## config.mk

```make
export PLATFORM = sky130hd
export DESIGN_NAME = dac_spi_tx
export DESIGN_NICKNAME = d
export VERILOG_FILES = /design/src/rtl/dac_spi_tx.sv
export SDC_FILE = /design/constraint.sdc
export NUM_CORES = 1
export LEC_CHECK = 0
export ABC_CLOCK_PERIOD_IN_PS = 1800
export CAP_MARGIN = 20
export CORE_ASPECT_RATIO = 1.2
export CORE_MARGIN = 1
export CORE_UTILIZATION = 39
export DETAILED_ROUTE_END_ITERATION = 7
export PLACE_DENSITY_LB_ADDON = 0.3
export SYNTH_ARGS = -nofsm -noshare
export SYNTH_HDL_FRONTEND = slang
export SYNTH_SLANG_ARGS = --single-unit
```

## constraint.sdc

```tcl
create_clock -name clk -period 1.8 [get_ports clk]
set_input_delay 0.36 -clock clk [delete_from_list [all_inputs] [get_ports clk]]
set_output_delay 0.36 -clock clk [all_outputs]
set_load 0.05 [all_outputs]
```

## src/rtl/dac_spi_tx.sv

```systemverilog
// dac_spi_tx: handshaked serial DAC transmitter sending one {control, sample} frame per enabled channel.
// Optional macro DAC_LDAC_EN adds an ldac_n pulse after the last channel so all channels update together.
module dac_spi_tx #(
  parameter int          DATA_W   = 8,
  parameter int          CTRL_W   = 8,
  parameter int          NUM_CH   = 2,
  parameter logic [31:0] CH_CTRL  = 32'h0000_9010,
  parameter int          CLK_DIV  = 1,
  parameter int          GAP_SCLK = 2
) (
  input  logic                     clk,
  input  logic                     rst,
  input  logic [NUM_CH*DATA_W-1:0] data_in,
  input  logic [NUM_CH-1:0]        ch_mask,
  input  logic                     start,
  output logic                     busy,
  output logic                     done,
  output logic                     din,
  output logic                     sync,
  output logic                     sclk
`ifdef DAC_LDAC_EN
  ,
  output logic                     ldac_n
`endif
);

  localparam int FRAME_W = CTRL_W + DATA_W;
  localparam int GAP_CYC = 2 * CLK_DIV * GAP_SCLK;
  localparam int DIV_W   = (CLK_DIV > 1) ? $clog2(CLK_DIV) : 1;
  localparam int GAP_W   = $clog2(GAP_CYC);
  localparam int BIT_W   = (FRAME_W > 1) ? $clog2(FRAME_W) : 1;
  localparam int CH_W    = (NUM_CH > 1) ? $clog2(NUM_CH) : 1;

  typedef enum logic [2:0] {
    IDLE,
    SHIFT,
    GAP,
`ifdef DAC_LDAC_EN
    LDAC,
`endif
    DONE
  } state_t;

  state_t                    state;
  logic [NUM_CH*DATA_W-1:0]  data_lat;
  logic [NUM_CH-1:0]         pend;
  logic [FRAME_W-1:0]        shreg;
  logic [FRAME_W-1:0]        shreg_nx;
  logic [DIV_W-1:0]          div_cnt;
  logic [BIT_W-1:0]          bit_cnt;
  logic [GAP_W-1:0]          gap_cnt;
  logic [FRAME_W-1:0]        frame_all [NUM_CH];
  logic                      have_next;
  logic [CH_W-1:0]           next_ch;
`ifdef DAC_LDAC_EN
  logic                      any_ch;
`endif

  assign shreg_nx = shreg << 1;

  for (genvar i = 0; i < NUM_CH; i++) begin : g_frame
    if (CTRL_W > 0) begin : g_ctrl
      assign frame_all[i] = {CH_CTRL[i*CTRL_W +: CTRL_W], data_lat[i*DATA_W +: DATA_W]};
    end else begin : g_noctrl
      assign frame_all[i] = data_lat[i*DATA_W +: DATA_W];
    end
  end

  // Lowest still-pending channel; sent channels are cleared from pend.
  always_comb begin
    have_next = 1'b0;
    next_ch   = '0;
    for (int i = NUM_CH - 1; i >= 0; i--) begin
      if (pend[i]) begin
        have_next = 1'b1;
        next_ch   = CH_W'(i);
      end
    end
  end

  // An accepted start enters GAP with its counter already expired, so the first
  // frame (or the empty-mask DONE) launches one cycle later through the same path
  // as every following channel.
  always_ff @(posedge clk or posedge rst) begin
    if (rst) begin
      state    <= IDLE;
      sync     <= 1'b1;
      sclk     <= 1'b1;
      din      <= 1'b0;
      busy     <= 1'b0;
      done     <= 1'b0;
      data_lat <= '0;
      pend     <= '0;
      shreg    <= '0;
      div_cnt  <= '0;
      bit_cnt  <= '0;
      gap_cnt  <= '0;
`ifdef DAC_LDAC_EN
      any_ch   <= 1'b0;
      ldac_n   <= 1'b1;
`endif
    end else begin
      done <= 1'b0;
      case (state)
        IDLE: begin
          if (start) begin
            data_lat <= data_in;
            pend     <= ch_mask;
            busy     <= 1'b1;
            gap_cnt  <= GAP_W'(GAP_CYC - 1);
            state    <= GAP;
`ifdef DAC_LDAC_EN
            any_ch   <= |ch_mask;
`endif
          end
        end
        SHIFT: begin
          if (div_cnt == DIV_W'(CLK_DIV - 1)) begin
            div_cnt <= '0;
            if (sclk) begin
              sclk <= 1'b0;
            end else begin
              sclk <= 1'b1;
              if (bit_cnt == BIT_W'(FRAME_W - 1)) begin
                sync    <= 1'b1;
                din     <= 1'b0;
                gap_cnt <= '0;
                state   <= GAP;
              end else begin
                bit_cnt <= bit_cnt + 1'b1;
                shreg   <= shreg_nx;
                din     <= shreg_nx[FRAME_W-1];
              end
            end
          end else begin
            div_cnt <= div_cnt + 1'b1;
          end
        end
        GAP: begin
          if (gap_cnt == GAP_W'(GAP_CYC - 1)) begin
            gap_cnt <= '0;
            if (have_next) begin
              pend    <= pend & ~(NUM_CH'(1) << next_ch);
              shreg   <= frame_all[next_ch];
              din     <= frame_all[next_ch][FRAME_W-1];
              sync    <= 1'b0;
              div_cnt <= '0;
              bit_cnt <= '0;
              state   <= SHIFT;
            end
`ifdef DAC_LDAC_EN
            else if (any_ch) begin
              ldac_n <= 1'b0;
              state  <= LDAC;
            end
`endif
            else begin
              done  <= 1'b1;
              busy  <= 1'b0;
              state <= DONE;
            end
          end else begin
            gap_cnt <= gap_cnt + 1'b1;
          end
        end
`ifdef DAC_LDAC_EN
        LDAC: begin
          if (gap_cnt == GAP_W'(2 * CLK_DIV - 1)) begin
            gap_cnt <= '0;
            ldac_n  <= 1'b1;
            done    <= 1'b1;
            busy    <= 1'b0;
            state   <= DONE;
          end else begin
            gap_cnt <= gap_cnt + 1'b1;
          end
        end
`endif
        DONE: state <= IDLE;
        default: state <= IDLE;
      endcase
    end
  end

endmodule

```

Fig. 1: power grid
Scale: 4 px per µm. Pins as bars on the die edge.
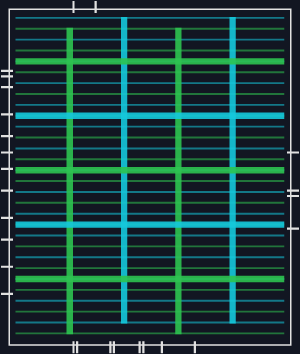
Key: green = VSS; cyan = VDD
26 signal pins sit on the boundary. 30 met1 rails follow the rows. The core has 29 rows.
peak ir drop on the vdd network: 0.000766 V
horizontal extent of the die: 70.0 µm
die height: 83.6 µm
core area: 0.00530 mm²

Fig. 2: cells coloured by class
Scale: 3 px per µm. Fill, decap, tap and diode cells in grey.
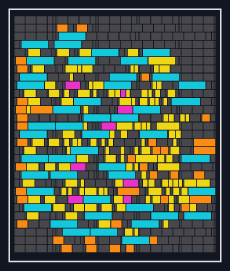
Key: orange = remaining buffers and delay cells [cells 38]; magenta = clock drivers and dummy loads [cells 8]; yellow = combinational and other logic [cells 128]; cyan = sequential cells [cells 46]
fraction of area in registers: 0.429
final standard cell area without fillers: 0.00269 mm²
standard-cell rows: 29
fin util: 0.507

==> impl_metrics.yaml <==
# implementation run metrics
cts:
  tritoncts.num_buffers: 5
  clk_path_buf_depth: 2
  clk_root_buffer_cell: "clkbuf_8"
  clock_tree.htree_level_count: 2
  cts_repair_resize_count: 0
  clk_latency_ps: 300
setup_path:
  critPathBufInv: 0
  required_ps: 1990
  critPathMaxStageDelay_ps: 410
synthesis:
  synthesized_area_mm2: 0.00216
  synth.yosys.chip_area_mm2: 0.00216
  async_reset_ff_frac: 1.00
flow_run:
  tool_warnings: 27
detailed_routing:
  dr.pass1.iters: 4
  drt.antenna.violating_nets: 0
  post_detailed_routing_wire_length_um: 3660
  drt-vias-per-instance: 5.13
  drt_iter0_markers: 67
placed_design:
  place_congestion: 0.727
  placement.cell_area_mm2: 0.00259
  io_buffer_count: 25
global_routing:
  largest_net_degree_at_the_start_of_global_routing: 47
  remaining_global_route_overflow: 0
layout:
  final_nets: 242
  final-comb-area_um2: 930
final_timing:
  report.final.setup_viol: 0
  worst_case_hold_slack_ps: 397
  timing.fmax_mhz: 591
  finalHoldViolCount: 0
outcome:
  outcome: "complete, no violations"
Fig. 3: clock wires, drivers and flops
Scale: 6 px per µm.
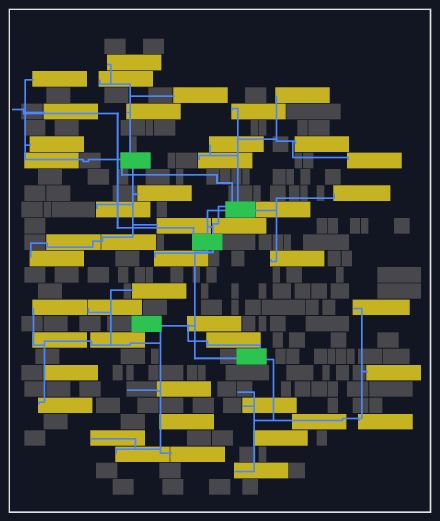
Key: blue = clock wires [length 547 µm]; green = clock drivers [count 5]; yellow = flip-flops [count 46]
There are 6 routed clock nets.

Fig. 4: metal layers overlaid
Scale: 4 px per µm. Only two layers are drawn.
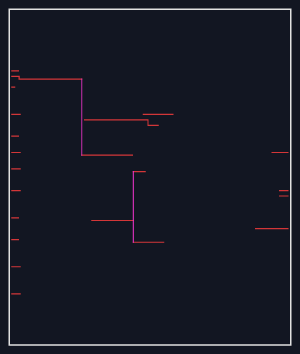
Key: red = metal 3 [wire length 115 µm]; magenta = metal 4 [wire length 36.7 µm]
drt wl/cell: 13.0 µm
DR vias: 1,447

-- worst paths after layout --
check                         endpoint   startpoint  slack [ps]  depth (start not counted)
max                           shreg[3]   gap_cnt[0]         110                          5
max reg2reg                   shreg[3]   gap_cnt[0]         110                          5
min in group clk           data_lat[2]  data_lat[2]         510                          1
min reg2reg                data_lat[2]  data_lat[2]         510                          1
max in group asynchronous         sclk          rst        1130                          3
min                           shreg[1]          rst         400                          3
-- worst reg2reg max path: stages (launching register included) --
cell and delay, ps:
dfrtp_1 410, ha_1 240, nand3b_4 100, o22ai_4 160, and2_4 310, mux2_2 370
-- cells by family after synthesis --
logic type / after synthesis / synth area share
simple gates: 46 / 0.113
flops: 46 / 0.534
mux: 39 / 0.197
compound gates: 31 / 0.0920
buf+inv: 21 / 0.0486
fa+ha+maj: 2 / 0.0116
xor+xnor: 1 / 0.00405
-- state kept, by name, summed over array words and instances, names as in the netlist --
name and flops:
gap_cnt 2, din 1, sclk 1, bit_cnt 4
data_lat 16, sync 1, busy 1, state 2
done 1, pend 2, shreg 15
-- through the flow --
stage          instances  setup TNS [ps]
2_1_floorplan        186           -9.43
3_3_place_gp         274               0
3_5_place_dp         274               0
4_1_cts              282               0
5_1_grt              282               0
6_report             282               0
-- routing by layer --
metal | share of wire | GRT usage
met4 | 0.0098 | 0.0436
met3 | 0.031 | 0.0374
met1 | 0.46 | 0.183
met2 | 0.50 | 0.219
met5 | 0 | 0
-- where the power goes --
group / total, mW / leakage [nW] / switching, mW / internal (mW)
combinational: 2.15 / 0.601 / 1.01 / 1.14
sequential: 1.88 / 0.559 / 0.350 / 1.53
clock: 0.658 / 0.0472 / 0.349 / 0.309
-- cells in the final DEF, fill, tap and decap left out, types with 2 or more instances in the layout --
cell	n
nor2_1	13
dfrtp_1	44
mux2i_1	13
a21o_1	2
clkdlybuf4s50_1	20
a21oi_1	6
o21ai_0	11
clkbuf_8	6
dfstp_2	2
mux2_2	25
buf_4	13
nor2b_1	2
nand2_1	11
inv_1	8
buf_12	5
nor3_1	4
nand2b_1	5
o21ai_1	2
nand3_1	3
nand4_1	2
a31oi_1	3
a22o_1	2
-- layout make-up --
type / count / share of cell area
flip-flops and latches: 46 / 0.429
multi-input cells: 119 / 0.346
repair buffers: 38 / 0.148
clock buffers: 6 / 0.0307
well taps: 62 / 0.0289
inverters: 9 / 0.0126
clock inverters: 2 / 0.00466
No activity file was given, so power comes from the tool's default toggle rates.
